Cell placement:
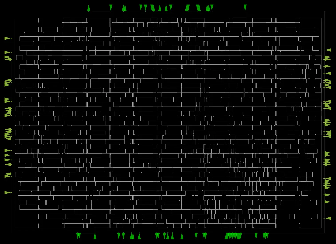
Cell sizes after repair:
(2 px per um)
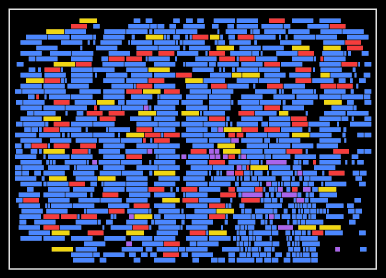
Port wiring:
(1.5 px per um)
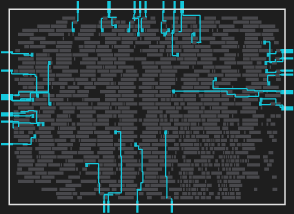
Pin placement:
(2 px per um) Pins as bars across the die edge, other pins in grey.
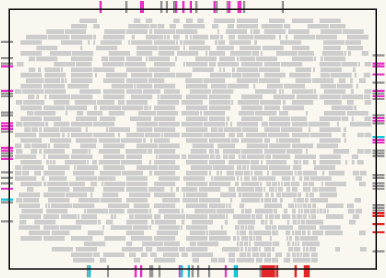
Selected gate families:
(2 px per um)
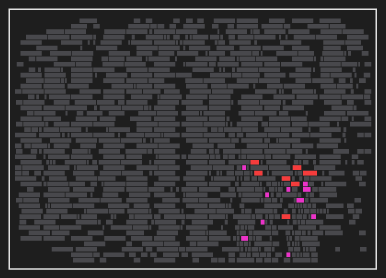
==> config.mk <==
export PLATFORM = sky130hd
export DESIGN_NAME = pkt_rx_fifo
export DESIGN_NICKNAME = d
export VERILOG_FILES = /design/src/rtl/pkt_rx_fifo.sv
export SDC_FILE = /design/constraint.sdc
export NUM_CORES = 1
export LEC_CHECK = 0
export CORE_ASPECT_RATIO = 0.7
export CORE_MARGIN = 2
export CORE_UTILIZATION = 60
export DETAILED_ROUTE_END_ITERATION = 10
export GPL_ROUTABILITY_DRIVEN = 0
export PLACE_DENSITY = 0.82
export SYNTH_ARGS = -nofsm -noshare
export SYNTH_HDL_FRONTEND = slang
export SYNTH_SLANG_ARGS = --single-unit
==> constraint.sdc <==
create_clock -name clk -period 8.7 [get_ports clk]
set_clock_uncertainty 0.1 [all_clocks]
set_input_delay 1.305 -clock clk [delete_from_list [all_inputs] [get_ports clk]]
set_output_delay 1.305 -clock clk [all_outputs]
set_load 0.005 [all_outputs]
==> src/rtl/pkt_rx_fifo.sv <==
// pkt_rx_fifo: receive end of the valid-only packet bus.
// Each incoming beat (addr + data) is written into a DEPTH-entry FIFO and
// offered downstream on a show-ahead valid/ready stream. The source cannot be
// stalled, so a beat that arrives while the FIFO is full is dropped. Drops set
// a sticky flag and bump a saturating counter so software can see the loss.
module pkt_rx_fifo #(
    parameter int ADDR_WD = 7,
    parameter int DATA_WD = 32,
    parameter int DEPTH   = 8,
    parameter int CNT_WD  = 16
) (
    input  logic                     clk,
    input  logic                     rst_n,
    input  logic                     in_vld,
    input  logic [ADDR_WD-1:0]       in_addr,
    input  logic [DATA_WD-1:0]       in_data,
    output logic                     out_vld,
    output logic [ADDR_WD-1:0]       out_addr,
    output logic [DATA_WD-1:0]       out_data,
    input  logic                     out_rdy,
    output logic                     full,
    output logic                     empty,
    output logic [$clog2(DEPTH):0]   level,
    output logic                     ovf,
    output logic [CNT_WD-1:0]        drop_cnt,
    input  logic                     ovf_clr
);

    localparam int IDX_WD = $clog2(DEPTH);
    localparam int PTR_WD = IDX_WD + 1;
    localparam int ENT_WD = ADDR_WD + DATA_WD;

    // Storage and pointers. The pointer MSB is a wrap bit so that full and
    // empty can be told apart when the index bits are equal.
    logic [ENT_WD-1:0] mem_q [DEPTH];
    logic [PTR_WD-1:0] wr_ptr_q, wr_ptr_d;
    logic [PTR_WD-1:0] rd_ptr_q, rd_ptr_d;
    logic              ovf_q, ovf_d;
    logic [CNT_WD-1:0] drop_cnt_q, drop_cnt_d;

    logic              push;
    logic              pop;
    logic              drop;
    logic [ENT_WD-1:0] head;

    assign empty = (wr_ptr_q == rd_ptr_q);
    assign full  = (wr_ptr_q[IDX_WD-1:0] == rd_ptr_q[IDX_WD-1:0]) &&
                   (wr_ptr_q[IDX_WD] != rd_ptr_q[IDX_WD]);
    assign level = wr_ptr_q - rd_ptr_q;

    // Full is the registered state from before the edge, so a pop in the
    // same cycle never makes room for a beat that arrives while full.
    assign push = in_vld && !full;
    assign drop = in_vld && full;
    assign pop  = out_vld && out_rdy;

    // Show-ahead head; forced to zero while empty so stale storage never
    // leaks onto the output bus.
    assign head     = empty ? '0 : mem_q[rd_ptr_q[IDX_WD-1:0]];
    assign out_vld  = !empty;
    assign out_addr = head[ENT_WD-1:DATA_WD];
    assign out_data = head[DATA_WD-1:0];
    assign ovf      = ovf_q;
    assign drop_cnt = drop_cnt_q;

    // Next-state for pointers and the drop bookkeeping.
    // NOTE: every signal assigned here gets a default first, so no path
    // through the block leaves it unassigned and no latch is inferred.
    always_comb begin
        wr_ptr_d   = wr_ptr_q;
        rd_ptr_d   = rd_ptr_q;
        ovf_d      = ovf_q;
        drop_cnt_d = drop_cnt_q;

        if (push) wr_ptr_d = wr_ptr_q + PTR_WD'(1);
        if (pop)  rd_ptr_d = rd_ptr_q + PTR_WD'(1);

        if (drop) begin
            // A drop coinciding with a clear counts as the first new event.
            ovf_d = 1'b1;
            if (ovf_clr) begin
                drop_cnt_d = CNT_WD'(1);
            end else if (drop_cnt_q != '1) begin
                drop_cnt_d = drop_cnt_q + CNT_WD'(1);
            end
        end else if (ovf_clr) begin
            ovf_d      = 1'b0;
            drop_cnt_d = '0;
        end
    end

    // Control state register; reset empties the FIFO immediately.
    // NOTE: sequential state uses non-blocking assignments so every register
    // samples the pre-edge values regardless of statement order.
    always_ff @(posedge clk or negedge rst_n) begin
        if (!rst_n) begin
            wr_ptr_q   <= '0;
            rd_ptr_q   <= '0;
            ovf_q      <= 1'b0;
            drop_cnt_q <= '0;
        end else begin
            wr_ptr_q   <= wr_ptr_d;
            rd_ptr_q   <= rd_ptr_d;
            ovf_q      <= ovf_d;
            drop_cnt_q <= drop_cnt_d;
        end
    end

    // Entry storage write.
    // NOTE: the array is deliberately not reset; the pointers alone define
    // which entries are live, and unreset storage maps onto plain RAM.
    always_ff @(posedge clk) begin
        if (push) mem_q[wr_ptr_q[IDX_WD-1:0]] <= {in_addr, in_data};
    end

endmodule

==> summary.txt <==
flow finished, numbers: status complete, no violations, Yosys Warn Count 0, CTS root buffer clkbuf_16, PortBufs roughly 110, Max transition margin between 20% and 30%, seq pwr approximately 2200 uW, P_sw ~1600 uW, Post-synth regs roughly 340, worst setup margin between 2 and 3 ns, TritonCTS Buffers 30, CTS H-tree depth 1, RR Endpoint mem_q[3][2], Final ANT Viol Nets 0, GR Util met2 41.0%, mean routed wirelength per cell about 25 um, R2R setup slack 4.30 ns, chip area approximately 24,000 um2, DR vias between 7,000 and 8,000, most frequent CP cell clkinv_1, Sw Share around 30%, Flop area 10,000 um2, WP data required around 7.3 ns, hold path depth 2, final hold violation count 0, critical setup path kind reg -> out, Synth area leader edfxtp_1, Worst-Margin Slew 1.18 ns, dominant logic cell type in the layout edfxtp_1, fin crit period around 6.0 ns, synthesis-to-finish area growth 18.8%, crit path to out_data[7], Buf/Inv on CP 4, power per standard cell area 344 nW/um2, Post-Syn Area per Cell ~19 um2, max-cap viol count 0, CTS tree built, IO Count 107, Final Setup Violations 0, Top Usage Layer GRT met2, clock sink total 337, Clock Tree Buf Depth 3, clock share of power a little over a quarter, area share, top type roughly 70%, syn nets between 700 and 800, Setup Fix Bufs, Post-CTS 0, layout cells sized above 1 a little under a fifth, Met3 Wirelength approximately 2000 um, number of flip-flops in the largest register 312, Die X 183 um, DR iter-0 viols roughly 840, Clk Latency, worst-skew pair 0.54 ns, max-slew violations 0, clk pwr ~1400 uW, crit path from rd_ptr_q[2], count of library flops with an enable pin 312, M1 GR Usage between 30% and 40%, post-cts resize count 0, GR Util met3 roughly 4%, FP Util 61.5%, Comb power frac around a third, Hold Path Origin ovf, Cell Int Power around 3900 uW, Combinational Area 3260 um2, Comb power 1830 uW, Post-CTS Hold Buffers 0, OpenROAD warnings 26, crit path DAT approximately 4.6 ns, metal2 WL 14,000 um, largest net degree at the start of global routing slightly above 80, worst vdd ir roughly 0.22 mV, critical path depth in cells 8, f_max about 170 MHz, Largest cells by area edfxtp_1, mux4_2, dfrtp_1, yosys cell count 723, Top Layout Cells edfxtp_1, clkdlybuf4s50_1, nand2_1, vias per inst 6.35, Top power group sequential cells
Notes on 'cell placement' above:
n_taps: 282
Final Core Density: 73.0%
Std-Cell Rows: 45
Final Non-Filler Cells: 1,148
core area: 21,800 um2

Notes on 'cell sizes after repair' above:
Key: blue = x1 and smaller [cells 704]; yellow = x6 and larger [cells 41]; purple = x3 and x4 [cells 27]; red = x2 [cells 93]

Notes on 'port wiring' above:
Key: cyan = out_data [bits 32, direction output, end cells 32, buffers 32, wire 929 um]

Notes on 'pin placement' above:
Key: magenta = out_data [pins 32, direction output, edge 10 north, 9 east, 9 west, 4 south]; cyan = out_addr [pins 7, direction output, edge 5 south, 1 west, 1 east]; red = drop_cnt [pins 16, direction output, edge 12 south, 4 east]
All pins by edge: 32 east, 31 south, 25 west, 19 north.

Notes on 'selected gate families' above:
Key: red = fa/ha/maj cells [cells 7]; magenta = and/or cells [cells 10, where south-east]

-- tightest hold or removal path, stage by stage (launching register included) --
cell and delay (ns):
dfrtp_1 0.38, inv_1 0.05, o21ai_0 0.06
-- final cells by class --
cell class	count	area share (%)
antenna	1	0.0157
clock buffer	40	5.33
clock inverter	16	1.46
inverter	14	0.330
multi-input combinational	335	20.5
sequential	337	62.7
tap	282	2.21
timing repair buffer	123	7.46
-- Yosys cell counts (2+ instances only) --
library cell	number
or4_1	2
nor4_4	2
a21oi_1	43
inv_1	14
a311o_1	2
nor2b_1	9
mux4_2	78
nor4_1	5
xnor2_1	9
ha_1	6
a21boi_0	2
nand4_1	9
nand3_1	12
nor3_1	6
a32oi_1	3
nor2_1	10
clkbuf_1	22
and3_1	3
buf_2	13
nand2_1	98
mux2i_1	7
dfrtp_1	25
edfxtp_1	312
nor3b_1	3
o21ai_0	5
nor4b_1	2
-- per-stage QoR --
stage | util (%) | total power [uW] | hold slack, ns | instances | cell area (um2)
3_5_place_dp | 68.0 | 4070 | 0.428 | 1091 | 14900
2_1_floorplan | - | 3230 | 0.401 | 723 | 13400
3_3_place_gp | 68.0 | 4020 | 0.417 | 1091 | 14900
6_report | 73.0 | 5480 | 0.428 | 1148 | 15900
4_1_cts | 73.0 | 5520 | 0.437 | 1147 | 15900
5_1_grt | 73.0 | 5730 | 0.486 | 1147 | 15900
-- cell families (layout without fill, tap and decap cells) --
kind of cell / count (synthesis) / in the layout / share of synthesized area [%]
simple gates: 168 / 168 / 6.07
fa+ha+maj: 7 / 7 / 0.708
buf+inv: 51 / 193 / 1.58
flops: 337 / 337 / 74.4
compound gates: 64 / 64 / 2.86
mux: 86 / 86 / 13.7
other cells: 0 / 1 / 0
xor+xnor: 10 / 10 / 0.652
No activity file was given, so power comes from the tool's default toggle rates.
